--- config.mk ---
export PLATFORM = sky130hd
export DESIGN_NAME = bit_deserializer
export DESIGN_NICKNAME = d
export VERILOG_FILES = /design/src/rtl/bit_deserializer.sv
export SDC_FILE = /design/constraint.sdc
export NUM_CORES = 1
export LEC_CHECK = 0
export CORE_MARGIN = 1.5
export CORE_UTILIZATION = 49
export DETAILED_ROUTE_END_ITERATION = 8
export MAX_ROUTING_LAYER = met4
export PLACE_DENSITY_LB_ADDON = 0.12
export SKIP_CTS_REPAIR_TIMING = 1
export SLEW_MARGIN = 20
export SYNTH_ARGS = -nofsm -noshare
export SYNTH_HDL_FRONTEND = slang
export SYNTH_SLANG_ARGS = --single-unit
export TNS_END_PERCENT = 10
--- constraint.sdc ---
create_clock -name clk -period 1.7 [get_ports clk]
set_input_delay 0.425 -clock clk [delete_from_list [all_inputs] [get_ports clk]]
set_output_delay 0.425 -clock clk [all_outputs]
set_load 0.1 [all_outputs]
--- src/rtl/bit_deserializer.sv ---
// Serial-to-parallel framer: hunts for SYNC_WORD, then packs WIDTH-bit words MSB first
// onto a valid/ready output register. Define DESER_PARITY_EN for a trailing even-parity bit per word.
module bit_deserializer #(
  parameter int unsigned        WIDTH     = 8,
  parameter logic [WIDTH-1:0]   SYNC_WORD = WIDTH'(8'hA5)
) (
  input  logic             clk,
  input  logic             rst,
  input  logic             bit_in,
  input  logic             bit_valid,
  input  logic             resync,
  input  logic             out_ready,
  output logic [WIDTH-1:0] out_data,
  output logic             out_valid,
  output logic             locked,
  output logic             overflow,
  output logic             parity_err
);

  localparam int unsigned CW = $clog2(WIDTH + 1);

`ifdef DESER_PARITY_EN
  typedef enum logic [1:0] {S_HUNT, S_DATA, S_PAR} state_t;
`else
  typedef enum logic {S_HUNT, S_DATA} state_t;
`endif

  state_t           r_state,    w_state_n;
  logic [WIDTH-1:0] r_window,   w_window_n;
  logic [CW-1:0]    r_fill,     w_fill_n;
  logic [CW-1:0]    r_bitcnt,   w_bitcnt_n;
  logic [WIDTH-1:0] r_asm,      w_asm_n;
  logic [WIDTH-1:0] r_out_data, w_out_data_n;
  logic             r_out_valid, w_out_valid_n;
  logic             r_locked,   w_locked_n;
  logic             r_overflow, w_overflow_n;
  logic             w_done;
  logic [WIDTH-1:0] w_word;
`ifdef DESER_PARITY_EN
  logic             r_parity_err, w_parity_err_n;
`endif

  // State and datapath registers
  always_ff @(posedge clk or posedge rst) begin
    if (rst) begin
      r_state      <= S_HUNT;
      r_window     <= '0;
      r_fill       <= '0;
      r_bitcnt     <= '0;
      r_asm        <= '0;
      r_out_data   <= '0;
      r_out_valid  <= 1'b0;
      r_locked     <= 1'b0;
      r_overflow   <= 1'b0;
`ifdef DESER_PARITY_EN
      r_parity_err <= 1'b0;
`endif
    end else begin
      r_state      <= w_state_n;
      r_window     <= w_window_n;
      r_fill       <= w_fill_n;
      r_bitcnt     <= w_bitcnt_n;
      r_asm        <= w_asm_n;
      r_out_data   <= w_out_data_n;
      r_out_valid  <= w_out_valid_n;
      r_locked     <= w_locked_n;
      r_overflow   <= w_overflow_n;
`ifdef DESER_PARITY_EN
      r_parity_err <= w_parity_err_n;
`endif
    end
  end

  // Next-state, framing and output-register logic
  always_comb begin
    w_state_n      = r_state;
    w_window_n     = r_window;
    w_fill_n       = r_fill;
    w_bitcnt_n     = r_bitcnt;
    w_asm_n        = r_asm;
    w_out_data_n   = r_out_data;
    w_out_valid_n  = r_out_valid;
    w_overflow_n   = r_overflow;
    w_done         = 1'b0;
    w_word         = r_asm;
`ifdef DESER_PARITY_EN
    w_parity_err_n = r_parity_err;
`endif

    if (resync) begin
      // Bit sampled alongside resync is dropped; the output word may still drain
      w_state_n      = S_HUNT;
      w_window_n     = '0;
      w_fill_n       = '0;
      w_bitcnt_n     = '0;
      w_overflow_n   = 1'b0;
`ifdef DESER_PARITY_EN
      w_parity_err_n = 1'b0;
`endif
    end else if (bit_valid) begin
      unique case (r_state)
        S_HUNT: begin
          w_window_n = {r_window[WIDTH-2:0], bit_in};
          w_fill_n   = (r_fill == CW'(WIDTH)) ? r_fill : r_fill + CW'(1);
          if ((w_fill_n == CW'(WIDTH)) && (w_window_n == SYNC_WORD)) begin
            w_state_n  = S_DATA;
            w_bitcnt_n = '0;
          end
        end
        S_DATA: begin
          w_asm_n = {r_asm[WIDTH-2:0], bit_in};
          if (r_bitcnt == CW'(WIDTH - 1)) begin
            w_bitcnt_n = '0;
`ifdef DESER_PARITY_EN
            w_state_n  = S_PAR;
`else
            w_done     = 1'b1;
            w_word     = w_asm_n;
`endif
          end else begin
            w_bitcnt_n = r_bitcnt + CW'(1);
          end
        end
`ifdef DESER_PARITY_EN
        S_PAR: begin
          if (^{r_asm, bit_in} == 1'b0) begin
            w_done = 1'b1;
            w_word = r_asm;
          end else begin
            w_parity_err_n = 1'b1;
          end
          w_state_n = S_DATA;
        end
`endif
        default: w_state_n = S_HUNT;
      endcase
    end

    if (r_out_valid && out_ready) begin
      w_out_valid_n = 1'b0;
    end
    // A completing word is loaded if the register is empty or draining this edge
    if (w_done) begin
      if (!r_out_valid || out_ready) begin
        w_out_data_n  = w_word;
        w_out_valid_n = 1'b1;
      end else begin
        w_overflow_n  = 1'b1;
      end
    end

    w_locked_n = (w_state_n != S_HUNT);
  end

  assign out_data  = r_out_data;
  assign out_valid = r_out_valid;
  assign locked    = r_locked;
  assign overflow  = r_overflow;
`ifdef DESER_PARITY_EN
  assign parity_err = r_parity_err;
`else
  assign parity_err = 1'b0;
`endif

endmodule

==> reports/summary.txt <==
Syn Area/Cell -> 11.21 µm²
Buffers, non-clock -> 35
Int Pwr -> 1.160 mW
Yosys top cell by area -> dfrtp_1
# Cells Yosys -> 139
Chip area -> 0.003527 mm²
CTS H-tree depth -> 2
Pwr dens -> 705.5 mW/mm²
Nonclk inv count -> 8
Critical path endpoint -> out_data[0]
Crit-path max cell delay -> 430 ps
Final core utilization -> 71.32%
Fillers -> 213
Final hold violation count -> 0
Mi-comb count -> 89
CTS buffer count -> 5
Critical Path Start -> r_bitcnt[1]
Fraction of area in registers -> 38.47%
Max FFs per register -> 8
Detailed-routing wirelength on met1 -> 1.410 mm
Yosys warning tally -> 0
Simple-gate share of the synthesized area -> 14.94%
Post-synth regs -> 33
DP Worst Slack -> -213.0 ps
Violated checks -> setup timing
Number of nets in the layout -> 181
RePlAce Congestion -> 0.8827
Hold crit path type -> input pin to async pin
Critical Path Stages -> 6
Skew final -> 9.909 ps
Worst r2r src -> r_bitcnt[1]
Clk. pwr -> 0.591 mW
ANT cells -> 0
Post-synth EDFFs -> 0
CP Cell Sequence -> ha_4, and3b_1, nand4_1, nor2b_1, buf_6, mux2_4
Comb pwr share -> 8.7%
Netlist Area Pre-Place -> 0.001558 mm²
RSZ-0062 raised after global routing -> true
Leakage -> 0.9611 nW
Clock buffers and inverters, area share -> 3.882%
Setup TNS -> -47.46 ps
Drt wl/cell -> 14.10 µm
Worst Slack Setup Final -> -17.06 ps
Total gr overflow -> 0
Largest net degree at the start of global routing -> 34
Yosys aoi share -> 11.49%
Yosys chip area -> 0.001558 mm²
Met3 Use GR -> 5.895%
First-pass GRT wire length -> 4.774 mm
Vias in the first global route -> 1140
Switching Fraction -> 23.83%
Most instantiated library cell after synthesis -> dfrtp_1
Tapcells -> 44
XOR/XNOR Area Share -> 1.124%
Worst setup EP type -> flip-flop
Area share of fa/ha/maj cells after synthesis -> 2.410%
Startpoint Class -> flip-flop
Final ANT Viol Nets -> 0
I/O pins -> 18
Cells after synthesis -> 139
CP required -> 1920 ps
# Max-Cap Violations -> 0
Logic share of the area -> 33.26%
Area of the core -> 0.003028 mm²
Met2 Routed Length -> 1.529 mm
Buf/Inv on CP -> 1
Max frequency -> 0.5824 GHz
Initial antenna violation count -> 0
Final setup violation count -> 6
CTS tree -> yes
Synthesized Nets -> 148
Area post-placement -> 0.001981 mm²
Final cycle utilization of the critical path -> 101.0%
Fin area -> 0.002160 mm²
Critical Path Fanout Max -> 8
Clock share of power -> 38.8%
First-pass DRT Iterations -> 4
Sequential Power Share -> 52.6%
Via density -> 5.382
Buffer depth of the longest clock path -> 2
Post-synth top cells -> dfrtp_1, nand2_1, mux2_2, a21oi_1, inv_1
Status -> finished with violations
Synth logic family -> simple AND/OR/NAND/NOR gates
Crit-path slowest cell -> dfrtp_1
1st-iter DRT viols -> 37
Reg2Reg Setup Slack -> -20 ps
-- cell usage in the layout, fill, tap and decap left out, types with 2 or more instances in the layout --
cell type | netlist | layout
nand4_1 | 2 | 2
nand3_1 | 3 | 3
clkbuf_4 | 0 | 5
nor2_1 | 2 | 2
mux2_2 | 15 | 7
dfrtp_1 | 33 | 31
mux2_4 | 0 | 8
nand2b_1 | 3 | 3
buf_12 | 0 | 13
nor2b_1 | 3 | 3
a21oi_1 | 8 | 8
ha_4 | 0 | 2
inv_1 | 7 | 6
o41ai_1 | 3 | 2
nand2_1 | 20 | 20
clkdlybuf4s50_1 | 0 | 5
nand3b_1 | 2 | 2
o21ai_0 | 3 | 3
buf_4 | 2 | 16
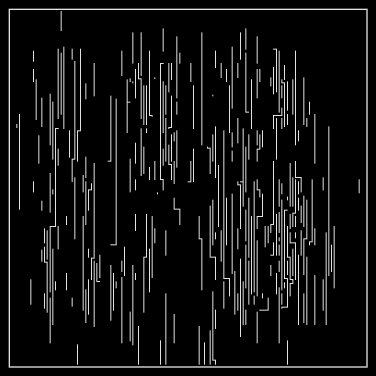
**Above:** signal wires on met2.
(6 px per µm)
share of all routed wire = 50%
nets with wire on the layer = 155
wire length on this layer = 1530 µm
main direction = vertical
longest straight run = 24.8 µm
Routed WL: 3.060 mm
via count: 1168
met2 global-route usage: 28.41%

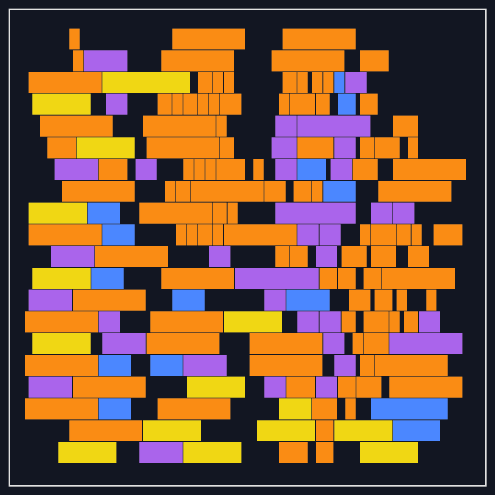
**Above:** cell sizes after repair.
(8 px per µm)
yellow -> drive 6 and up  # cells 15, share 8.7%, most used buf_12
blue -> drive 2  # cells 14, share 8.1%, most used mux2_2
orange -> drive 1 or less  # cells 109, share 63%, most used dfrtp_1
purple -> drive 3 to 4  # cells 35, share 20%, most used buf_4

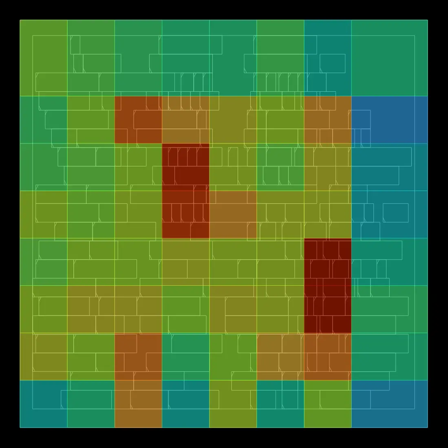
**Above:** congestion heat map.
gr usage total: 18.90%
met1 Track Usage GR: 23.04%
global routing's busiest layer: met2

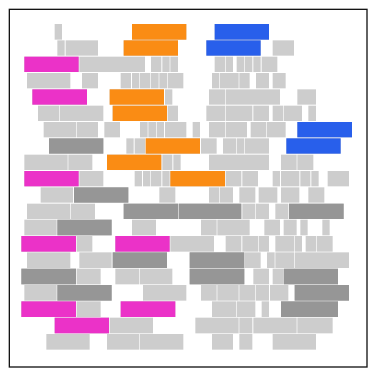
**Above:** register map, names as in the netlist.
(6 px per µm)
magenta -> out_data  # placed flops 8
orange -> r_window  # placed flops 7
blue -> r_fill  # placed flops 4, where top right

No activity file was given, so power comes from the tool's default toggle rates.
